File: config.mk
export PLATFORM = sky130hd
export DESIGN_NAME = uart_tx_scheduler_flat
export DESIGN_NICKNAME = d
export VERILOG_FILES = /design/src/rtl/dl_uart_pkg.sv /design/src/rtl/uart_tx_scheduler_if.sv /design/src/rtl/uart_tx_query_timer.sv /design/src/rtl/uart_tx_scheduler.sv /design/src/flat_wrapper.sv
export SDC_FILE = /design/constraint.sdc
export NUM_CORES = 1
export LEC_CHECK = 0
export ABC_AREA = 0
export CAP_MARGIN = 30
export CORE_AREA = 3 3 48 50
export CTS_BUF_LIST = sky130_fd_sc_hd__clkbuf_8
export CTS_CLUSTER_DIAMETER = 100
export DETAILED_ROUTE_END_ITERATION = 10
export DIE_AREA = 0 0 51 53
export PLACE_DENSITY = 0.78
export SKIP_LAST_GASP = 1
export SLEW_MARGIN = 15
export SYNTH_ARGS = -nofsm -noshare
export SYNTH_HDL_FRONTEND = slang
export SYNTH_SLANG_ARGS = --single-unit
File: constraint.sdc
create_clock -name uart_clk -period 2.35 [get_ports uart_clk]
set_clock_uncertainty 0.15 [all_clocks]
set_input_delay 0.235 -clock uart_clk [delete_from_list [all_inputs] [get_ports uart_clk]]
set_output_delay 0.235 -clock uart_clk [all_outputs]
set_load 0.02 [all_outputs]
File: src/rtl/dl_uart_pkg.sv
// Shared UART link definitions: byte type codes, the query byte and the TX scheduler state type.
package dl_uart_pkg;

  localparam logic [1:0] TYPE_FEEDBACK = 2'b01;
  localparam logic [1:0] TYPE_QUERY    = 2'b10;

  // Type code travels in bits [1:0]; the upper bits of a query byte are zero.
  localparam logic [7:0] QUERY_BYTE = {6'b000000, TYPE_QUERY};

  typedef enum logic [1:0] {
    IDLE = 2'd0,
    SEND = 2'd1,
    GAP  = 2'd2
  } tx_sched_state_t;

endpackage

File: src/rtl/uart_tx_scheduler_if.sv
// Request/ack sources, UART TX valid/ready byte port and status of the TX scheduler.
interface uart_tx_scheduler_if;

  logic       script_mode;
  logic       man_req;
  logic [7:0] man_data;
  logic       man_ack;
  logic       scr_req;
  logic [7:0] scr_data;
  logic       scr_ack;
  logic       tx_valid;
  logic [7:0] tx_data;
  logic       tx_ready;
  logic       busy;

  modport slave (
    input  script_mode, man_req, man_data, scr_req, scr_data, tx_ready,
    output man_ack, scr_ack, tx_valid, tx_data, busy
  );

  modport master (
    output script_mode, man_req, man_data, scr_req, scr_data, tx_ready,
    input  man_ack, scr_ack, tx_valid, tx_data, busy
  );

endinterface

File: src/rtl/uart_tx_query_timer.sv
// Free-running period counter raising a sticky feedback-query request on each wrap.
// The wrap wins over a same-cycle clear, so a query granted as the timer wraps is re-requested.
module uart_tx_query_timer #(
  parameter int QUERY_PERIOD = 50000
) (
  input  logic uart_clk,
  input  logic rst_n,
  input  logic clr,
  output logic pending
);

  localparam int              CW   = $clog2(QUERY_PERIOD);
  localparam logic [CW-1:0]   LAST = CW'(QUERY_PERIOD - 1);

  logic [CW-1:0] cnt_q, cnt_d;
  logic          pending_q, pending_d;
  logic          wrap;

  assign wrap = (cnt_q == LAST);

  always_comb begin
    cnt_d     = wrap ? '0 : cnt_q + CW'(1);
    pending_d = pending_q;
    if (clr) pending_d = 1'b0;
    if (wrap) pending_d = 1'b1;
  end

  always_ff @(posedge uart_clk) begin
    if (!rst_n) begin
      cnt_q     <= '0;
      pending_q <= 1'b0;
    end else begin
      cnt_q     <= cnt_d;
      pending_q <= pending_d;
    end
  end

  assign pending = pending_q;

endmodule

File: src/rtl/uart_tx_scheduler.sv
// Grants the UART TX to the mode-selected source (then the query timer when UART_TX_QUERY_EN is defined);
// ack and tx_valid rise one cycle after a sampled request, tx_valid holds under tx_ready backpressure, then GAP_CYCLES idle cycles.
module uart_tx_scheduler
  import dl_uart_pkg::*;
#(
  parameter int GAP_CYCLES   = 16,
  parameter int QUERY_PERIOD = 50000
) (
  input  logic                uart_clk,
  input  logic                rst_n,
  uart_tx_scheduler_if.slave  bus
);

  localparam int            GW       = (GAP_CYCLES > 0) ? $clog2(GAP_CYCLES + 1) : 1;
  localparam logic [GW-1:0] GAP_LAST = (GAP_CYCLES > 0) ? GW'(GAP_CYCLES - 1) : '0;

  if (QUERY_PERIOD < 2) begin : g_bad_period
    $error("QUERY_PERIOD must be at least 2");
  end
  if (GAP_CYCLES < 0) begin : g_bad_gap
    $error("GAP_CYCLES must not be negative");
  end

  tx_sched_state_t state_q, state_d;
  logic            tx_valid_q, tx_valid_d;
  logic [7:0]      tx_data_q, tx_data_d;
  logic            man_ack_q, man_ack_d;
  logic            scr_ack_q, scr_ack_d;
  logic [GW-1:0]   gap_cnt_q, gap_cnt_d;
  logic            own_req;
  logic [7:0]      own_data;

  // Only the source selected by script_mode is ever looked at.
  assign own_req  = bus.script_mode ? bus.scr_req  : bus.man_req;
  assign own_data = bus.script_mode ? bus.scr_data : bus.man_data;

`ifdef UART_TX_QUERY_EN
  logic query_pending;
  logic query_clr;

  uart_tx_query_timer #(
    .QUERY_PERIOD (QUERY_PERIOD)
  ) u_query_timer (
    .uart_clk (uart_clk),
    .rst_n    (rst_n),
    .clr      (query_clr),
    .pending  (query_pending)
  );
`endif

  always_comb begin
    state_d    = state_q;
    tx_valid_d = tx_valid_q;
    tx_data_d  = tx_data_q;
    man_ack_d  = 1'b0;
    scr_ack_d  = 1'b0;
    gap_cnt_d  = gap_cnt_q;
`ifdef UART_TX_QUERY_EN
    query_clr  = 1'b0;
`endif
    case (state_q)
      IDLE: begin
        if (own_req) begin
          tx_valid_d = 1'b1;
          tx_data_d  = own_data;
          man_ack_d  = ~bus.script_mode;
          scr_ack_d  = bus.script_mode;
          state_d    = SEND;
        end
`ifdef UART_TX_QUERY_EN
        else if (query_pending) begin
          tx_valid_d = 1'b1;
          tx_data_d  = QUERY_BYTE;
          query_clr  = 1'b1;
          state_d    = SEND;
        end
`endif
      end
      SEND: begin
        if (bus.tx_ready) begin
          tx_valid_d = 1'b0;
          tx_data_d  = '0;
          gap_cnt_d  = '0;
          state_d    = (GAP_CYCLES == 0) ? IDLE : GAP;
        end
      end
      GAP: begin
        // Requests are deliberately not sampled until the full gap has elapsed.
        if (gap_cnt_q == GAP_LAST) begin
          state_d = IDLE;
        end else begin
          gap_cnt_d = gap_cnt_q + GW'(1);
        end
      end
      default: state_d = IDLE;
    endcase
  end

  always_ff @(posedge uart_clk) begin
    if (!rst_n) begin
      state_q    <= IDLE;
      tx_valid_q <= 1'b0;
      tx_data_q  <= 8'h00;
      man_ack_q  <= 1'b0;
      scr_ack_q  <= 1'b0;
      gap_cnt_q  <= '0;
    end else begin
      state_q    <= state_d;
      tx_valid_q <= tx_valid_d;
      tx_data_q  <= tx_data_d;
      man_ack_q  <= man_ack_d;
      scr_ack_q  <= scr_ack_d;
      gap_cnt_q  <= gap_cnt_d;
    end
  end

  assign bus.tx_valid = tx_valid_q;
  assign bus.tx_data  = tx_data_q;
  assign bus.man_ack  = man_ack_q;
  assign bus.scr_ack  = scr_ack_q;
  assign bus.busy     = (state_q != IDLE);

endmodule
File: src/flat_wrapper.sv
// flat-port wrapper written by rule: the top's interface ports become plain ports
module uart_tx_scheduler_flat import dl_uart_pkg::*;
#(
  parameter int GAP_CYCLES   = 16,
  parameter int QUERY_PERIOD = 50000
)
  (uart_clk, rst_n, bus_script_mode, bus_man_req, bus_man_data, bus_scr_req, bus_scr_data, bus_tx_ready, bus_man_ack, bus_scr_ack, bus_tx_valid, bus_tx_data, bus_busy);
  uart_tx_scheduler_if bus_i ();
  input  logic uart_clk;
  input  logic rst_n;
  input wire logic [$bits(bus_i.script_mode)-1:0] bus_script_mode;
  input wire logic [$bits(bus_i.man_req)-1:0] bus_man_req;
  input wire logic [$bits(bus_i.man_data)-1:0] bus_man_data;
  input wire logic [$bits(bus_i.scr_req)-1:0] bus_scr_req;
  input wire logic [$bits(bus_i.scr_data)-1:0] bus_scr_data;
  input wire logic [$bits(bus_i.tx_ready)-1:0] bus_tx_ready;
  output wire logic [$bits(bus_i.man_ack)-1:0] bus_man_ack;
  output wire logic [$bits(bus_i.scr_ack)-1:0] bus_scr_ack;
  output wire logic [$bits(bus_i.tx_valid)-1:0] bus_tx_valid;
  output wire logic [$bits(bus_i.tx_data)-1:0] bus_tx_data;
  output wire logic [$bits(bus_i.busy)-1:0] bus_busy;
  assign bus_i.script_mode = bus_script_mode;
  assign bus_i.man_req = bus_man_req;
  assign bus_i.man_data = bus_man_data;
  assign bus_i.scr_req = bus_scr_req;
  assign bus_i.scr_data = bus_scr_data;
  assign bus_i.tx_ready = bus_tx_ready;
  assign bus_man_ack = bus_i.man_ack;
  assign bus_scr_ack = bus_i.scr_ack;
  assign bus_tx_valid = bus_i.tx_valid;
  assign bus_tx_data = bus_i.tx_data;
  assign bus_busy = bus_i.busy;
  uart_tx_scheduler #(.GAP_CYCLES(GAP_CYCLES), .QUERY_PERIOD(QUERY_PERIOD)) u_core (.uart_clk(uart_clk), .rst_n(rst_n), .bus(bus_i));
endmodule
### Where the registers sit, run 1

Bar = 20 um. Other sequential cells in the stronger grey, the rest of the logic in the fainter grey.
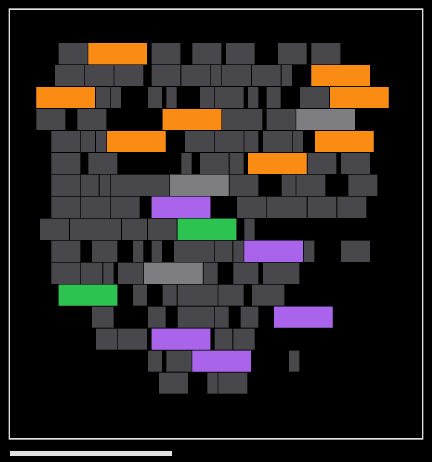
Orange shows u_core.bus.tx_data, flops 8. Green shows u_core.state_q, flops 2. Purple shows u_core.gap_cnt_q, flops 5.
Another 3 sequential cells are not coloured.

### Clock nets, run 1

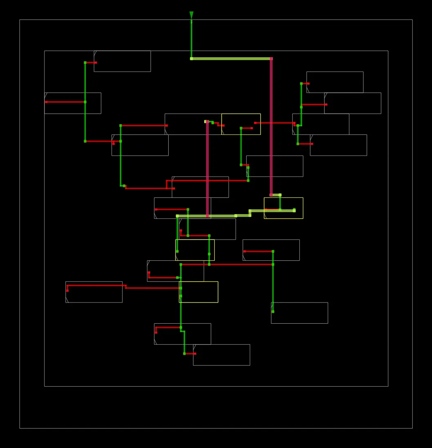
clock buf count: 4
flip-flops: 18
Clock Sinks: 18
clk latency late pin: 0.25 ns

### Gate-type map, run 1

Bar = 20 um.
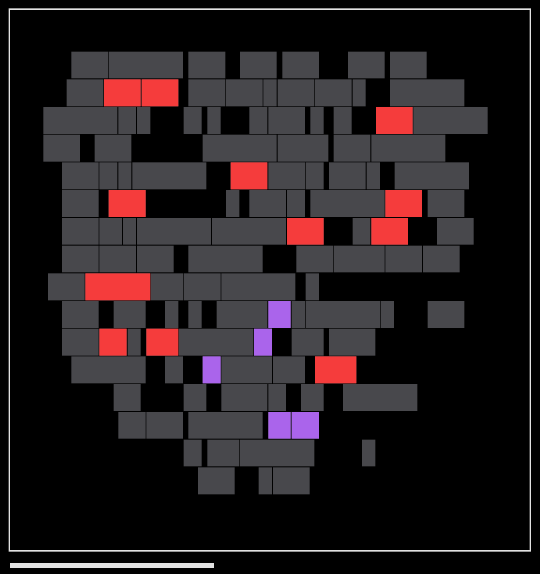
Red shows AND-OR and OR-AND gates, cells 12. Purple shows inverting AOI/OAI gates, cells 5.

==> results.yml, run 1 <==
# physical design summary
clocking:
  post_cts_buffers: 0
  cts_resized: 0
  cts_root_buf: "clkbuf_8"
  hold_buffers: 0
  clockBufferDepth: 2
final_timing:
  setup_ws_ns: 0.2671
  fmax_ghz: 0.4801
  whs_ns: 0.3401
  tightestPinTransition_ns: 0.4708
  fin_tns_setup_ns: 0
  post-route-period-util: 0.8863
hold_path:
  min_from: "u_core.bus.tx_data[7]"
  holdPathEnd: "u_core.bus.tx_data[7]"
  whs_path_depth: 1
  hp-class: "flop to flop"
place:
  dp.cells: 140
  placed_area_um2: 1161
  hpwl_um: 1512
  portBuffers: 33
global_routing:
  grt_pass1_wl_um: 3208
  grt-busiest-layer: "met2"
  grt_max_degree: 11
  use_met2: 0.2639
  grt_use_met3: 0.03662
  grt_use_met1: 0.2041
critical_path:
  timing.rr.start: "u_core.gap_cnt_q[0]"
  reg2reg_depth: 6
  slowest_stage: "or3b_1"
  required_ns: 2.39
  cp_num_cells: 6
  crit_path_end: "u_core.gap_cnt_q[3]"
  cp.buffers_inverters: 0
  rr_endpoint: "u_core.gap_cnt_q[3]"
  crit_chain: "ha_1 > and3_1 > ha_1 > or3b_1 > a21oi_1 > mux2i_1"
  end_kind: "flop"
  cp.arrival_ns: 2.12
  worstSetupStartpointType: "flop"
detailed_routing:
  wire_per_inst_um: 13.81
  drt_iter0_drc: 7
  drc: 0
  wl_met1_um: 884
  topRoutingLayerUsed: "met4"
  vias: 740
  wirelength_um: 1989
logic_synthesis:
  ys_top_logic_family: "simple AND/OR/NAND/NOR gates"
  xor_area_frac: 0.01064
  most_common_cell: "dfxtp_1"
  mux_area_frac: 0.02432
  synthCells: 83
  ys_types: 30
  yosys.area_share.adder: 0.03040
  ys_async_sr_fraction: 0
  yosys_area_um2: 823.3
  yosysTopAreaCell: "dfxtp_1"
  netlist_area_um2: 823.3
  synthTopCellsByCount: "dfxtp_1 (18), inv_1 (10), nor3_1 (9)"
  postSynthSeqShare: 0.4377
  syn-mean-instance-area_um2: 9.919
  synth-simple-area-share: 0.2310
pwr:
  power.density_nw_per_um2: 624.9
  p_int_uw: 564.6
  powerClk_uw: 255
  clockPowerShare: 0.335
  switchingPower_uw: 195.3
  ir_drop_uv: 406.4
outcome:
  status: "completed"
flow_run:
  maxCapViolCount: 0
floorplan:
  rows: 16
  chipArea_um2: 2703
  fp_util: 0.4240
  pin_count: 34
layout:
  nNetsFinal: 142
  layout_top_cells: "clkdlybuf4s50_1 (33), dfxtp_1 (18), inv_1 (10), nor3_1 (9), a221o_1 (8)"
  layoutNonFillerInstCount: 144
  layout_top_cell: "clkdlybuf4s50_1"
-- run 1: stage by stage --
| step | power, uW | utilization |
|---|---|---|
| finish | 759.9 | 0.6263 |
| global route | 789.2 | 0.6263 |
| CTS | 760.1 | 0.6263 |
| detailed placement | 511.5 | 0.5979 |
| global placement | 508.4 | 0.5979 |
| floorplan | 431.0 | - |
-- run 1: registers in the layout, summed over array words and instances (netlist names) --
signal,count
u_core.bus.tx_data,8
u_core.bus.tx_valid,1
u_core.gap_cnt_q,5
u_core.bus.man_ack,1
u_core.bus.scr_ack,1
u_core.state_q,2
-- run 1: area by class of cell --
cell class              count  area [um2]
clock buffers               4       55.05
repair buffers             33       330.3
flip-flops and latches     18       360.3
inverters                  10       37.54
fillers                   168       725.7
well taps                  27       33.78
multi-input cells          52       399.1
==> run 1 -> run 2 <==
--- a/config.mk
+++ b/config.mk
@@ -7,12 +7,12 @@
 export LEC_CHECK = 0
 export ABC_AREA = 0
 export CAP_MARGIN = 30
-export CORE_AREA = 3 3 48 50
+export CORE_AREA = 3 3 53 55
 export CTS_BUF_LIST = sky130_fd_sc_hd__clkbuf_8
 export CTS_CLUSTER_DIAMETER = 100
 export DETAILED_ROUTE_END_ITERATION = 10
-export DIE_AREA = 0 0 51 53
-export PLACE_DENSITY = 0.78
+export DIE_AREA = 0 0 56 58
+export PLACE_DENSITY = 0.65
 export SKIP_LAST_GASP = 1
 export SLEW_MARGIN = 15
 export SYNTH_ARGS = -nofsm -noshare
==> run 2 against run 1 <==
Critical path depth stayed put. Register-to-register slack better by 0.05 ns. Die area is 20% higher. Largest cell class unchanged.
==> results.yml, run 2 <==
# physical design summary
pwr:
  p_comb_uw: 165
  powerClk_uw: 255
  power.density_nw_per_um2: 621.9
  ir_drop_uv: 315.3
  switchingPower_uw: 194.3
  clockPowerShare: 0.336
critical_path:
  timing.rr.start: "u_core.gap_cnt_q[0]"
  critPathKind: "flop to flop"
  reg2reg_depth: 6
  end_kind: "flop"
  cp.arrival_ns: 2.07
  rr_endpoint: "u_core.gap_cnt_q[3]"
  crit_path_end: "u_core.gap_cnt_q[3]"
  worstSetupStartpointType: "flop"
  required_ns: 2.38
logic_synthesis:
  syn-mean-instance-area_um2: 9.919
  synthCells: 83
  synthTopCellsByCount: "dfxtp_1 (18), inv_1 (10), nor3_1 (9)"
  topCellsByArea: "dfxtp_1 (44%), a221o_1 (9.7%), nor3_1 (5.5%)"
  yosys.area_share.adder: 0.03040
  yosysTopAreaCell: "dfxtp_1"
  ys_top_logic_family: "simple AND/OR/NAND/NOR gates"
  xor_area_frac: 0.01064
  postSynthSeqShare: 0.4377
  netlist_area_um2: 823.3
  edf_count: 0
  ys_types: 30
  mux_area_frac: 0.02432
  ys_async_sr_fraction: 0
  synth-simple-area-share: 0.2310
detailed_routing:
  drt_iter0_drc: 6
  topRoutingLayerUsed: "met4"
  wirelength_um: 1886
  wire_per_inst_um: 12.83
  vias: 709
  wl_met1_um: 921
  drc: 0
global_routing:
  grt_pass1_wl_um: 3174
  grt_max_degree: 11
  use_met2: 0.1786
  grt-busiest-layer: "met2"
  grt_use_met3: 0.02227
  grt_use_met1: 0.1749
layout:
  nNetsFinal: 142
  final_util: 0.5015
  largest_reg_flops: 8
  flop_area_um2: 360.3
  logic_area_um2: 399.1
  fillers: 232
  layout_top_cells: "clkdlybuf4s50_1 (33), dfxtp_1 (18), inv_1 (10), nor3_1 (9), a221o_1 (8)"
floorplan:
  rows: 18
  fp_util: 0.3385
  pin_count: 34
  chipArea_um2: 3248
flow_run:
  maxCapViolCount: 0
clocking:
  clk_latency_ns: 0.25
  post_cts_buffers: 0
  hold_buffers: 0
  cts_resized: 0
  clockBufferDepth: 2
  cts_root_buf: "clkbuf_8"
  cts.sinks: 18
place:
  place_ws_ns: 0.2895
  placed_area_um2: 1165
  hpwl_um: 1453
hold_path:
  holdPathEnd: "u_core.bus.tx_valid"
  min_from: "u_core.bus.tx_valid"
  hp-class: "flop to flop"
  whs_path_depth: 1
final_timing:
  fin_tns_setup_ns: 0
  post-route-period-util: 0.8669
  fmax_ghz: 0.4908
  slew_violations: 0
  setup_ws_ns: 0.3127
outcome:
  status: "completed"
==> run 2: cell type report <==
type,count,area share
Timing Repair Buffer,33,0.2708
Inverter,10,0.03077
Sequential cell,18,0.2954
Clock buffer,4,0.04513
Multi-Input combinational cell,52,0.3272
Tap cell,30,0.03077
==> run 2: worst max-delay path, cell delays in order (launching register included) <==
cell and delay (ns):
dfxtp_1 0.33, ha_1 0.22, and3_1 0.18, ha_1 0.20, or3b_1 0.48, a21oi_1 0.22
mux2i_1 0.19
==> run 2: per-stage QoR <==
stage               total power (uW)  hold slack [ns]
floorplan                      431.0           0.2027
global placement               509.9           0.3188
detailed placement             511.0           0.3199
CTS                            762.6           0.3358
global route                   797.1           0.3524
finish                         758.6           0.3359
### Pin map, run 2

Pins as bars across the die edge, other pins in grey.
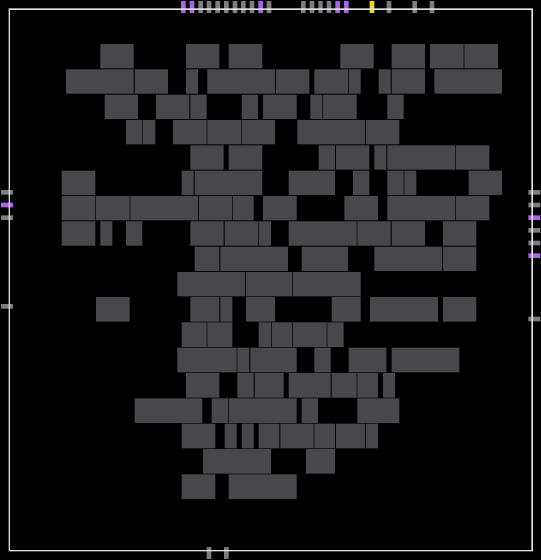
Yellow shows uart_clk, pins 1, direction input, edge top. Purple shows bus_scr_data, pins 8, direction input, edge 5 top, 2 right, 1 left.
port bufs: 33
die width: 56 um
die height: 58 um

### Gate-type map, run 2

Bar = 20 um.
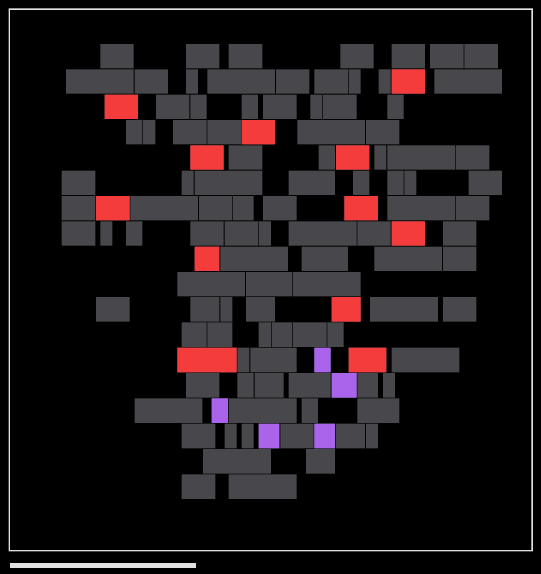
Comb area share: 0.3272
dominant logic cell type in the layout: clkdlybuf4s50_1

Power figures rest on the tool's default switching activity, not on a simulated workload.
